==> config.mk <==
export PLATFORM = sky130hd
export DESIGN_NAME = mem_port_arbiter
export DESIGN_NICKNAME = d
export VERILOG_FILES = /design/src/rtl/mem_port_arbiter.sv
export SDC_FILE = /design/constraint.sdc
export NUM_CORES = 1
export LEC_CHECK = 0
export ABC_AREA = 1
export CAP_MARGIN = 20
export CORE_UTILIZATION = 18
export DETAILED_ROUTE_END_ITERATION = 16
export GPL_TIMING_DRIVEN = 0
export HOLD_SLACK_MARGIN = 0.02
export MAX_ROUTING_LAYER = met4
export PLACE_DENSITY = 0.77
export SYNTH_ARGS = -nofsm -noshare
export SYNTH_HDL_FRONTEND = slang
export SYNTH_SLANG_ARGS = --single-unit
==> constraint.sdc <==
create_clock -name clk -period 1.3 [get_ports clk]
set_input_delay 0.13 -clock clk [delete_from_list [all_inputs] [get_ports clk]]
set_output_delay 0.13 -clock clk [all_outputs]
set_load 0.02 [all_outputs]
==> src/rtl/mem_port_arbiter.sv <==
// Two-port arbiter sharing one single-cycle-read memory between an
// instruction-fetch port and a data port. Data wins by default; fetch is
// forced through after STARVE_LIMIT consecutive denied cycles.
module mem_port_arbiter #(
  parameter int unsigned ADDR_WIDTH   = 10,
  parameter int unsigned DATA_WIDTH   = 32,
  parameter int unsigned STARVE_LIMIT = 4
) (
  input  logic                  clk,
  input  logic                  reset,
  input  logic                  if_req,
  input  logic [ADDR_WIDTH-1:0] if_addr,
  output logic                  if_gnt,
  output logic                  if_rvalid,
  output logic [DATA_WIDTH-1:0] if_rdata,
  input  logic                  dm_req,
  input  logic                  dm_we,
  input  logic [ADDR_WIDTH-1:0] dm_addr,
  input  logic [DATA_WIDTH-1:0] dm_wdata,
  input  logic [3:0]            dm_be,
  output logic                  dm_gnt,
  output logic                  dm_rvalid,
  output logic [DATA_WIDTH-1:0] dm_rdata,
  output logic                  mem_en,
  output logic                  mem_we,
  output logic [3:0]            mem_be,
  output logic [ADDR_WIDTH-1:0] mem_addr,
  output logic [DATA_WIDTH-1:0] mem_wdata,
  input  logic [DATA_WIDTH-1:0] mem_rdata
);

  localparam int unsigned CNT_W = (STARVE_LIMIT < 1) ? 1 : $clog2(STARVE_LIMIT + 1);
  localparam logic [CNT_W-1:0] CNT_MAX = CNT_W'(STARVE_LIMIT);

  typedef enum logic [1:0] {
    IDLE    = 2'd0,
    RESP_IF = 2'd1,
    RESP_DM = 2'd2
  } state_e;

  state_e           state_q, state_d;
  logic [CNT_W-1:0] starve_cnt_q, starve_cnt_d;
  logic             dm_we_q, dm_we_d;
  logic             fetch_force;

  // Grant selection: data first unless fetch has been starved to the limit.
  always_comb begin
    fetch_force = if_req && (starve_cnt_q == CNT_MAX);
    if_gnt      = 1'b0;
    dm_gnt      = 1'b0;
    if (!reset) begin
      if (if_req && (fetch_force || !dm_req)) begin
        if_gnt = 1'b1;
      end else if (dm_req) begin
        dm_gnt = 1'b1;
      end
    end
  end

  // Starvation counter and latched store/load flag for the pending data response.
  always_comb begin
    if (if_req && !if_gnt) begin
      starve_cnt_d = (starve_cnt_q == CNT_MAX) ? CNT_MAX : starve_cnt_q + CNT_W'(1);
    end else begin
      starve_cnt_d = '0;
    end
    dm_we_d = dm_gnt ? dm_we : dm_we_q;
  end

  // State register with synchronous reset.
  always_ff @(posedge clk) begin
    if (reset) begin
      state_q      <= IDLE;
      starve_cnt_q <= '0;
      dm_we_q      <= 1'b0;
    end else begin
      state_q      <= state_d;
      starve_cnt_q <= starve_cnt_d;
      dm_we_q      <= dm_we_d;
    end
  end

  // Next state: the response slot always belongs to this cycle's grant.
  always_comb begin
    state_d = IDLE;
    if (if_gnt) begin
      state_d = RESP_IF;
    end else if (dm_gnt) begin
      state_d = RESP_DM;
    end
  end

  // Response outputs, suppressed while reset is held so a pending response is dropped.
  always_comb begin
    if_rvalid = 1'b0;
    if_rdata  = '0;
    dm_rvalid = 1'b0;
    dm_rdata  = '0;
    if (!reset) begin
      case (state_q)
        RESP_IF: begin
          if_rvalid = 1'b1;
          if_rdata  = mem_rdata;
        end
        RESP_DM: begin
          dm_rvalid = 1'b1;
          dm_rdata  = dm_we_q ? '0 : mem_rdata;
        end
        default: ;
      endcase
    end
  end

  // Memory request mux driven by the granted port.
  always_comb begin
    mem_en    = 1'b0;
    mem_we    = 1'b0;
    mem_be    = '0;
    mem_addr  = '0;
    mem_wdata = '0;
    if (if_gnt) begin
      mem_en   = 1'b1;
      mem_be   = '1;
      mem_addr = if_addr;
    end else if (dm_gnt) begin
      mem_en    = 1'b1;
      mem_we    = dm_we;
      mem_be    = dm_be;
      mem_addr  = dm_addr;
      mem_wdata = dm_wdata;
    end
  end

endmodule

==> impl_metrics.csv <==
group,metric,value,unit
sta,worst_slack,-0.361,ns
run,maxCapViolCount,0,
run_status,violations,"setup timing",
global_routing,antenna_found_initial,0,
synth,top_area_cell,"nor2_1",
critical_path,crit_type,"reg2out",
critical_path,critPathMaxStageDelay,0.32,ns
drt,first_pass_iters,4,
finish,diodes,0,
sta,setup_viol,115,
run_status,status,"complete, but fails checks",
synth,syn_nets,344,
critical_path,reg2reg_slack,0.06,ns
placement,port-buffer-count,208,
synth,most_common_cell,"nor2_1",
synth,synth_seq_share,0.108,
sta,finClkSkew,0.000655,ns
clock_tree,cts_num_sinks,6,
hold_path,min-delay-start,"reset",
sta,fmax,602,MHz
sta,maxSlewHeadroom,0.792,
clock_tree,cts_buffers,3,
hold_path,min-delay-path-class,"in2reg",
pwr,p_int,1.10,mW
global_routing,grt_pass1_vias,2401,
clock_tree,cts-root-buf,"clkbuf_8",
synth,avgSynthCellArea,4.49,µm²
drt,ant_nets,0,
global_routing,grt_max_degree,11,
global_routing,grt_pass1_wl,11.1,mm
synth,synth-edff-count,0,
pwr,p_comb_frac,0.744,
synth,ys.warnings.count,0,
floorplanning,die_area,6530,µm²
critical_path,cpLargestDelayFamily,"buffers and inverters",
sta,hold_slack,0.215,ns
clock_tree,clk_path_buf_depth,2,
sta,drv_slew,0,
synth,synthFlopType,"dfxtp_1",
synth,netlist_top_cells_count,"nor2_1, inv_1, nand2_1",
drt,routed_via_density,4.40,
critical_path,r2r_start,"starve_cnt_q[0]",
critical_path,cp.required,1.17,ns
critical_path,path_buffers,4,
synth,syn_inst,249,
placement,dp_hpwl,5.25,mm
-- worst register-to-register path: stages (launching register included) --
cell     delay [ns]
dfxtp_2        0.31
inv_2          0.06
ha_4           0.17
nand3_4        0.09
buf_6          0.14
nand3_4        0.10
buf_6          0.15
buf_6          0.10
inv_2          0.02
-- logic make-up after synthesis --
logic type | count (synthesis) | share of synthesized area
compound gates | 2 | 0.00896
buf+inv | 86 | 0.312
fa+ha+maj | 2 | 0.0224
xor+xnor | 1 | 0.00784
simple gates | 152 | 0.541
flops | 6 | 0.108
-- per-stage QoR --
step / total power, mW / cells
after floorplan: 0.549 / 249
after global placement: 1.08 / 532
after detailed placement: 1.09 / 532
after CTS: 1.59 / 578
after global routing: 1.91 / 583
final: 1.82 / 583
-- cells in the final DEF (no fill, tap or decap), types with 4 or more instances in the layout --
master,synthesis,layout
buf_12,0,8
buf_6,2,140
nand2_2,3,26
buf_4,0,15
buf_8,0,8
nand2_4,0,9
inv_1,73,67
clkdlybuf4s50_1,0,90
nor2_4,0,93
inv_2,2,7
nor2_1,101,6
dfxtp_2,0,4
nand2_1,43,10
-- power groups by stage --
stage / logic [mW] / clock network [mW] / registers (mW)
3_3_place_gp: 0.884 / 0 / 0.198
5_1_grt: 1.42 / 0.288 / 0.198
4_1_cts: 1.11 / 0.279 / 0.198
3_5_place_dp: 0.893 / 0 / 0.199
2_1_floorplan: 0.352 / 0 / 0.198
6_report: 1.36 / 0.269 / 0.198
-- metal layers --
metal,wire [µm],vias to the layer above,track usage
met5,0,-,-
met1,2670,1170,0.173
met3,778,50,0.0618
met4,645,0,0.109
li1,-,1196,-
met2,5510,149,0.492
-- area by class of cell --
type	instances	area, µm²
Buffer	5	67.6
Tap cell	75	93.8
Fill cell	323	942
Sequential cell	6	125
Timing Repair Buffer	261	2870
Multi-Input combinational cell	158	1530
Clock buffer	3	41.3
Inverter	75	284
-- worst max-delay path by stage --
| stage | from | endpoint |
|---|---|---|
| after global routing | starve_cnt_q[0] | mem_addr[8] |
| after CTS | starve_cnt_q[1] | mem_addr[4] |
| final | starve_cnt_q[0] | mem_wdata[14] |
| after floorplan | state_q[0] | dm_rdata[10] |
| after global placement | reset | mem_be[2] |
| after detailed placement | reset | dm_rdata[20] |
-- sequential cells by signal, indices dropped and copies added (netlist names) --
| register | cells |
|---|---|
| starve_cnt_q | 3 |
| state_q | 2 |
| dm_we_q | 1 |
-- timing repair --
item | in CTS | in global routing
gates cloned | 10 | 2
resized | 765 | 224
buffers inserted | 33 | 15
pin swaps | 10 | 24
endpoints found under the setup margin | 116 | 116
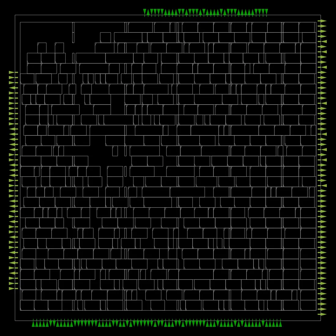
*Placement view*
Finished Layout Cells: 583
Final Util: 0.842

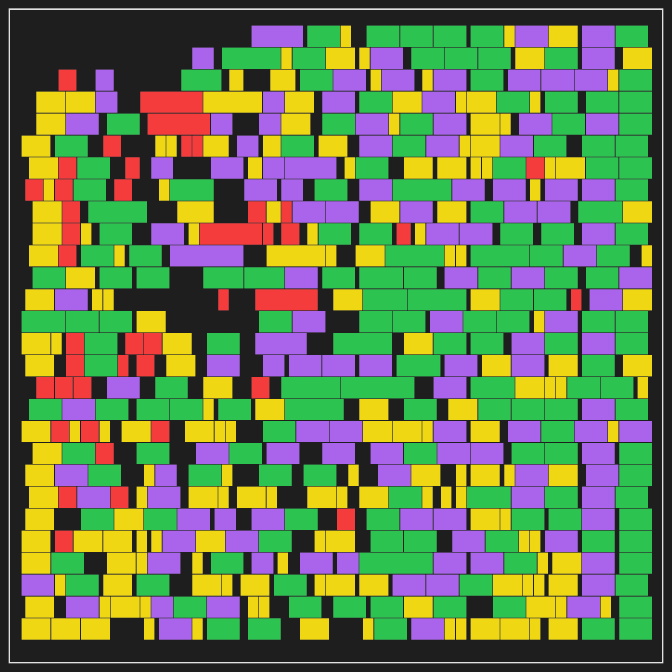
*Cell sizes after repair*
legend:
  red:
    size: x2
    cells: 42
    share: 8.3%
    most_used: nand2_2
  yellow:
    size: x1 and smaller
    cells: 182
    share: 36%
    most_used: clkdlybuf4s50_1
  green:
    size: x6 and larger
    cells: 162
    share: 32%
    most_used: buf_6
  purple:
    size: x3 and x4
    cells: 122
    share: 24%
    most_used: nor2_4

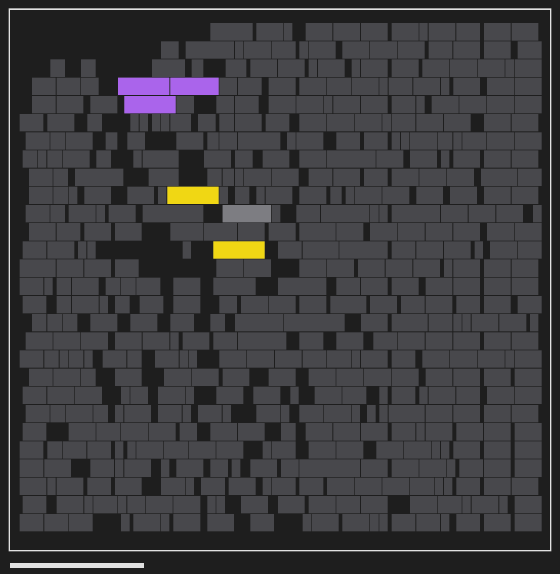
*Sequential cells grouped by signal name*
The bar under the picture is 20 µm long. Other sequential cells in the stronger grey, the rest of the logic in the fainter grey.
legend:
  purple:
    name_in_the_netlist: starve_cnt_q
    flops: 3
  yellow:
    name_in_the_netlist: state_q
    flops: 2

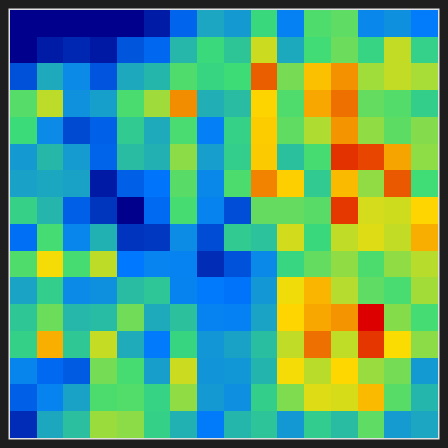
*Signal metal coverage by tile*
The die is cut into 16 by 16 equal tiles; dark blue is low, red is high, scaled to the fullest tile. Values are wire area over tile area, all layers added.
tiles over half the peak: 44%
nearly empty tiles: 2.7%
emptiest ninth of the die: north-west
mean over tiles: 0.25
drt wl/cell: 16.5 µm
via count: 2565
WL final: 9.60 mm
Total Routing Usage GR: 0.231

Power figures rest on the tool's default switching activity, not on a simulated workload.
